==> config.mk <==
export PLATFORM = sky130hd
export DESIGN_NAME = iter_div_param
export DESIGN_NICKNAME = d
export VERILOG_FILES = /design/src/rtl/iter_div_param.sv
export SDC_FILE = /design/constraint.sdc
export NUM_CORES = 1
export LEC_CHECK = 0
export CAP_MARGIN = 20
export CORE_MARGIN = 3
export CORE_UTILIZATION = 49
export CTS_CLUSTER_SIZE = 25
export DETAILED_ROUTE_END_ITERATION = 6
export PLACE_DENSITY = 0.72
export SYNTH_ARGS = -nofsm -noshare
export SYNTH_HDL_FRONTEND = slang
export SYNTH_SLANG_ARGS = --single-unit
==> constraint.sdc <==
create_clock -name clk -period 4.36 [get_ports clk]
set_input_delay 0.872 -clock clk [delete_from_list [all_inputs] [get_ports clk]]
set_output_delay 0.872 -clock clk [all_outputs]
set_load 0.01 [all_outputs]
==> src/rtl/iter_div_param.sv <==
// iter_div_param: multi-cycle radix-2 restoring divider with tag, backpressure, flush and divide-by-zero fast path
module iter_div_param #(
  parameter int WIDTH = 32,
  parameter int TAG_W = 4
) (
  input  logic             clk,
  input  logic             reset,
  input  logic             flush,
  input  logic             in_valid,
  output logic             in_ready,
  input  logic             div_signed,
  input  logic [WIDTH-1:0] x,
  input  logic [WIDTH-1:0] y,
  input  logic [TAG_W-1:0] in_tag,
  output logic             out_valid,
  input  logic             out_ready,
  output logic [WIDTH-1:0] q,
  output logic [WIDTH-1:0] r,
  output logic             dz,
  output logic [TAG_W-1:0] out_tag
);
  localparam int CW = $clog2(WIDTH) + 1;
  typedef enum logic [1:0] {IDLE, CALC, FIX, DONE} state_t;
  state_t state, nxt;
  logic [CW-1:0] cnt;
  logic [WIDTH-1:0] dvd, rem, ym, xm_in, ym_in, sub;
  logic [WIDTH:0] part;
  logic [TAG_W-1:0] tag_r;
  logic neg_q, neg_r, accept, borrow;
  assign in_ready  = state == IDLE;
  assign out_valid = state == DONE;
  assign accept    = in_valid & in_ready & ~flush;
  assign xm_in     = (div_signed & x[WIDTH-1]) ? -x : x;
  assign ym_in     = (div_signed & y[WIDTH-1]) ? -y : y;
  // dvd shifts dividend bits out of the top while quotient bits enter at the bottom
  assign part      = {rem, dvd[WIDTH-1]};
  assign borrow    = part < {1'b0, ym};
  assign sub       = part[WIDTH-1:0] - ym;
  always_ff @(posedge clk)
    if (reset) state <= IDLE;
    else state <= nxt;
  always_comb begin
    nxt = state;
    unique case (state)
      IDLE: nxt = accept ? ((y == '0) ? DONE : CALC) : IDLE;
      CALC: nxt = (cnt == CW'(WIDTH - 1)) ? FIX : CALC;
      FIX:  nxt = DONE;
      DONE: nxt = out_ready ? IDLE : DONE;
      default: nxt = IDLE;
    endcase
    if (flush) nxt = IDLE;
  end
  always_ff @(posedge clk) begin
    if (reset) begin
      cnt <= '0;
      dvd <= '0;
      rem <= '0;
      ym <= '0;
      neg_q <= 1'b0;
      neg_r <= 1'b0;
      tag_r <= '0;
      q <= '0;
      r <= '0;
      dz <= 1'b0;
      out_tag <= '0;
    end else if (accept) begin
      cnt <= '0;
      dvd <= xm_in;
      rem <= '0;
      ym <= ym_in;
      neg_q <= div_signed & (x[WIDTH-1] ^ y[WIDTH-1]);
      neg_r <= div_signed & x[WIDTH-1];
      tag_r <= in_tag;
      if (y == '0) begin
        q <= '1;
        r <= x;
        dz <= 1'b1;
        out_tag <= in_tag;
      end
    end else if (state == CALC && !flush) begin
      dvd <= {dvd[WIDTH-2:0], ~borrow};
      rem <= borrow ? part[WIDTH-1:0] : sub;
      cnt <= cnt + 1'b1;
    end else if (state == FIX && !flush) begin
      q <= neg_q ? -dvd : dvd;
      r <= neg_r ? -rem : rem;
      dz <= 1'b0;
      out_tag <= tag_r;
    end
  end
endmodule

==> summary.txt, run 1 <==
PortBufs -> 144
adder share -> 4.23%
Netlist Area Pre-Place -> 11,400 um^2
met3 Use GR -> 4.28%
simple share -> 19.7%
Ys Warns -> 0
Pre-antenna DRT Iters -> 7
Hold EP -> ym[31]$_SDFFE_PP0P_
r2r setup slk -> 880 ps
Placed Cells -> 1,858
vias in the first global route -> 10,500
Synth mux share -> 2.39%
status -> finished clean
Unique cell types -> 67
hold crit path type -> reg2reg
R2R Path End -> rem[21]$_SDFFE_PP0P_
initial cell density of the core -> 50.2%
hold depth -> 2
Setup Buffers After CTS -> 0
tool warnings -> 26
layout cells sized above 1 -> 5.51%
uppermost routed layer -> met4
YS chip area -> 11,400 um^2
antenna-violating nets left -> 0
fin area -> 13,700 um^2
Synth Instances -> 1,477
Synth top cells by count -> dfxtp_1, nor2_1, a21oi_1
worst slew pin tran -> 1080 ps
Critical Path Fanout Max -> 12
reg2reg start -> rem[23]$_SDFFE_PP0P_
CP required -> 4700 ps
RSZ-0062 raised after global routing -> no
Post-synth regs -> 179
Worst slew margin -> 27.8%
Finished Layout Cells -> 1,891
number of top-level pins -> 145
Hold Path Origin -> ym[31]$_SDFFE_PP0P_
Top non-seq family -> AND-OR/OR-AND gates
Worst path slowest cell -> or4_1
P&R area growth vs syn -> 19.6%
setup tns final -> 0 ps
[run 1: flip-flops by register name (all words and copies together), names as in the netlist, 2 cells and up]
| name | cells |
|---|---|
| tag_r | 4 |
| rem | 32 |
| q | 32 |
| out_tag | 4 |
| r | 32 |
| state | 2 |
| cnt | 6 |
| dvd | 32 |
| ym | 32 |
[run 1: power by group]
part           switching [mW]  internal, mW
sequential             0.0567          1.68
clock                   0.761         0.760
combinational           0.501         0.354
total                    1.32          2.80
[run 1: cells in the final DEF (no fill, tap or decap), types with 13 or more instances in the layout]
master	n
a211oi_1	82
a21oi_1	131
a22oi_1	16
a311oi_1	17
and3_1	13
buf_4	25
clkbuf_16	17
clkdlybuf4s50_1	143
dfxtp_1	179
ha_1	37
inv_1	54
mux2i_1	25
nand2_1	120
nand3_1	19
nand4_1	13
nor2_1	165
nor3_1	51
o21ai_0	78
o22ai_1	15
o31ai_1	30
o41ai_1	13
or3_1	20
xnor2_1	55
xor2_1	87
[run 1: how the worst max path moves through the flow]
stage / endpoint / cells past startpoint / from
4_1_cts: q[30]$_SDFFE_PP0P_ / 11 / y[6]
2_1_floorplan: q[26]$_SDFFE_PP0P_ / 9 / y[2]
3_5_place_dp: q[30]$_SDFFE_PP0P_ / 11 / y[6]
3_3_place_gp: q[30]$_SDFFE_PP0P_ / 11 / y[6]
6_report: q[30]$_SDFFE_PP0P_ / 11 / y[6]
5_1_grt: rem[22]$_SDFFE_PP0P_ / 9 / rem[22]$_SDFFE_PP0P_
[run 1: tightest hold or removal path: stages, from the launching register on]
cell     delay (ps)
dfxtp_1         320
nand2_1          50
a21oi_1          50
[run 1: cell type report]
class,instances,area [um^2]
fillers,2129,9110
clock buffers,18,429
repair buffers,169,1630
multi-input cells,1144,7280
flip-flops and latches,179,3580
clock inverters,14,141
inverters,54,203
well taps,313,392
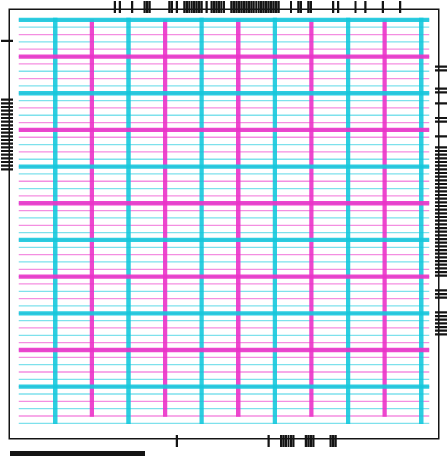
Run 1: power grid
Bar = 50 um. Pins as bars on the die edge.
[magenta] VDD
[cyan] VSS
signal pins: 145
met1 rails: 56
Die H: 159 um
core area: 22,800 um^2
die width: 159 um
Peak VDD IR: 231 uV

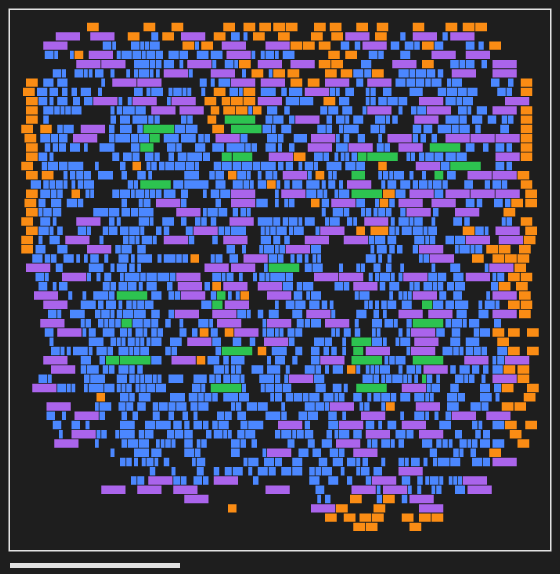
Run 1: cells coloured by class
Bar = 50 um.
[blue] all other logic | cells: 1,198
[green] clock drivers and dummy loads | cells: 32
[orange] other buffers and delay cells | cells: 169
[purple] flip-flops | cells: 179

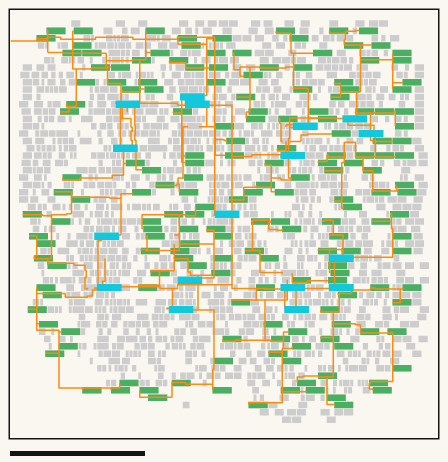
Run 1: clock network drawn from the DEF
Bar = 50 um.
[orange] clock wires | length: 2,400 um
[cyan] cells driving clock nets | count: 17
[green] flip-flops | count: 179
flops lie: spread over the die
routed clock nets: 18

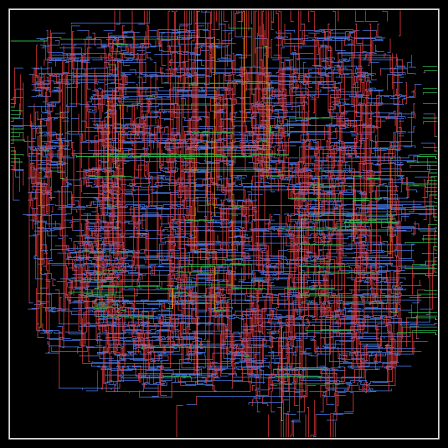
Run 1: wiring by layer
[green] met3 | wire length: 2,090 um
[blue] met1 | wire length: 15,000 um
[orange] met4 | wire length: 803 um
[red] met2 | wire length: 16,900 um
Detailed Route WL: 34,800 um
Vias: 11,200
routed len/inst: 18.4 um
total track usage: 26.6%

Run 1, track usage over the die:
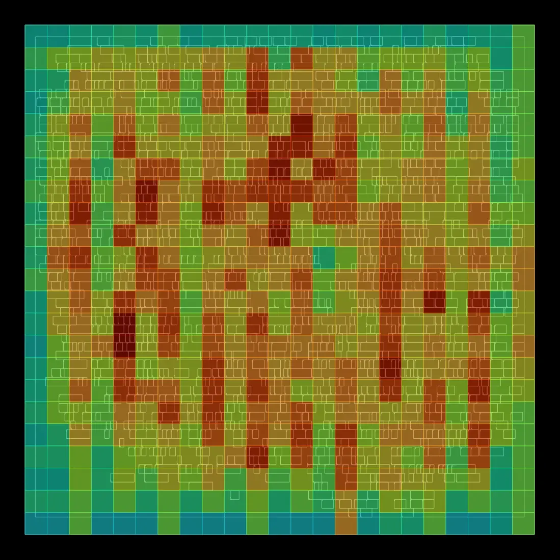

==> run 1 -> run 2 <==
Clock period 4.36 ns to 3.23 ns, I/O delays scaled along.
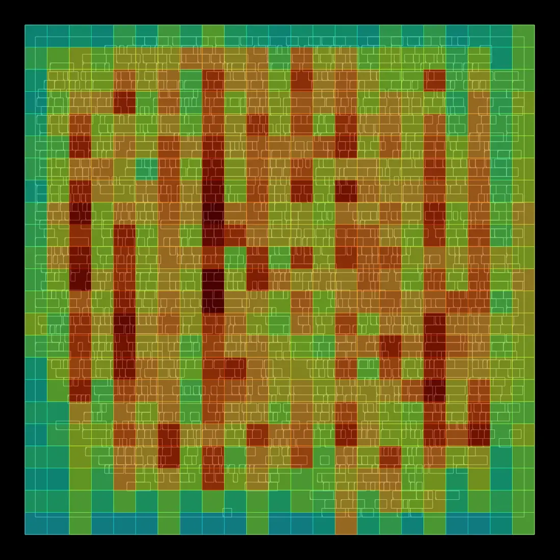
Run 2: track usage over the die
routed len/inst: 17.7 um
total track usage: 27.2%

==> summary.txt, run 2 <==
Vias -> 11,700
worst slew pin tran -> 925 ps
sw frac -> 31.2%
Data buffer area share -> 17.3%
setup tns final -> 0 ps
YS chip area -> 11,400 um^2
Sequential Area -> 3580 um^2
Pre-antenna DRT Iters -> 5
Detailed Route WL -> 35,500 um
Top cells excl fill/tap -> dfxtp_1, nor2_1, clkdlybuf4s50_1
status -> finished clean
sequential share of power -> 40.6%
Die H -> 159 um
PortBufs -> 144
Critical Path Sink -> rem[30]$_SDFFE_PP0P_
cell internal pwr -> 3.96 mW
clock network power share -> 37.3%
RSZ-0062 raised after global routing -> no
Worst slew margin -> 38.2%
Ys Warns -> 0
filler instances -> 2,015
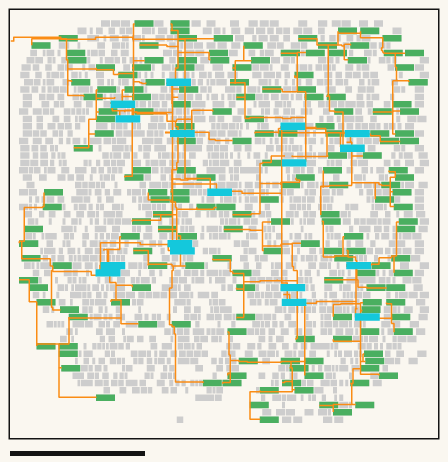
Run 2: clock network drawn from the DEF
Bar = 50 um.
[orange] clock wires | length: 2,350 um
[cyan] cells driving clock nets | count: 17
[green] flip-flops | count: 179
routed clock nets: 18
flops lie: spread over the die

run 2: worst min-delay path by stage:
stage / start / to / slack [ps] / depth (start not counted)
after floorplan: ym[31]$_SDFFE_PP0P_ / ym[31]$_SDFFE_PP0P_ / 430 / 2
after global placement: r[16]$_SDFFE_PP0P_ / r[16]$_SDFFE_PP0P_ / 440 / 2
after detailed placement: r[24]$_SDFFE_PP0P_ / r[24]$_SDFFE_PP0P_ / 450 / 2
after CTS: r[24]$_SDFFE_PP0P_ / r[24]$_SDFFE_PP0P_ / 460 / 2
after global routing: r[16]$_SDFFE_PP0P_ / r[16]$_SDFFE_PP0P_ / 470 / 2
final: r[23]$_SDFFE_PP0P_ / r[23]$_SDFFE_PP0P_ / 450 / 2
run 2: power by group through the flow:
stage	combinational, mW	sequential [mW]	clock [mW]
final	1.27	2.34	2.15
after global routing	1.40	2.35	2.26
after CTS	1.26	2.34	2.17
after detailed placement	1.25	2.39	0
after global placement	1.24	2.39	0
after floorplan	0.801	2.37	0
run 2: kinds of logic (layout without fill, tap and decap cells):
group	count (synthesis)	after routing	synth area share [%]
AOI/OAI and AO/OA	460	460	26.3
buffers and inverters	154	367	5.11
muxes	27	27	2.39
xor gates and xnor gates	142	142	10.9
DFF	179	179	31.4
adders and majority gates	38	38	4.23
and+or+nand+nor	477	477	19.7
run 2: metal layers:
layer  track usage, %  up-vias  wire length (um)
li1                 -     5769                 -
met1             34.7     5456             14800
met2             46.7      405             17200
met3             3.76       57              2380
met4             10.3        0              1100
met5                0        -                 0
run 2: critical path, delay by kind of cell (launching register included):
family                   cells  cell delay [ps]
AND-OR/OR-AND                7             1410
adder cells (fa/ha/maj)      2              560
buffers and inverters        3              310
flip-flops                   1              350
multiplexers                 1              370
No activity file was given, so power comes from the tool's default toggle rates.
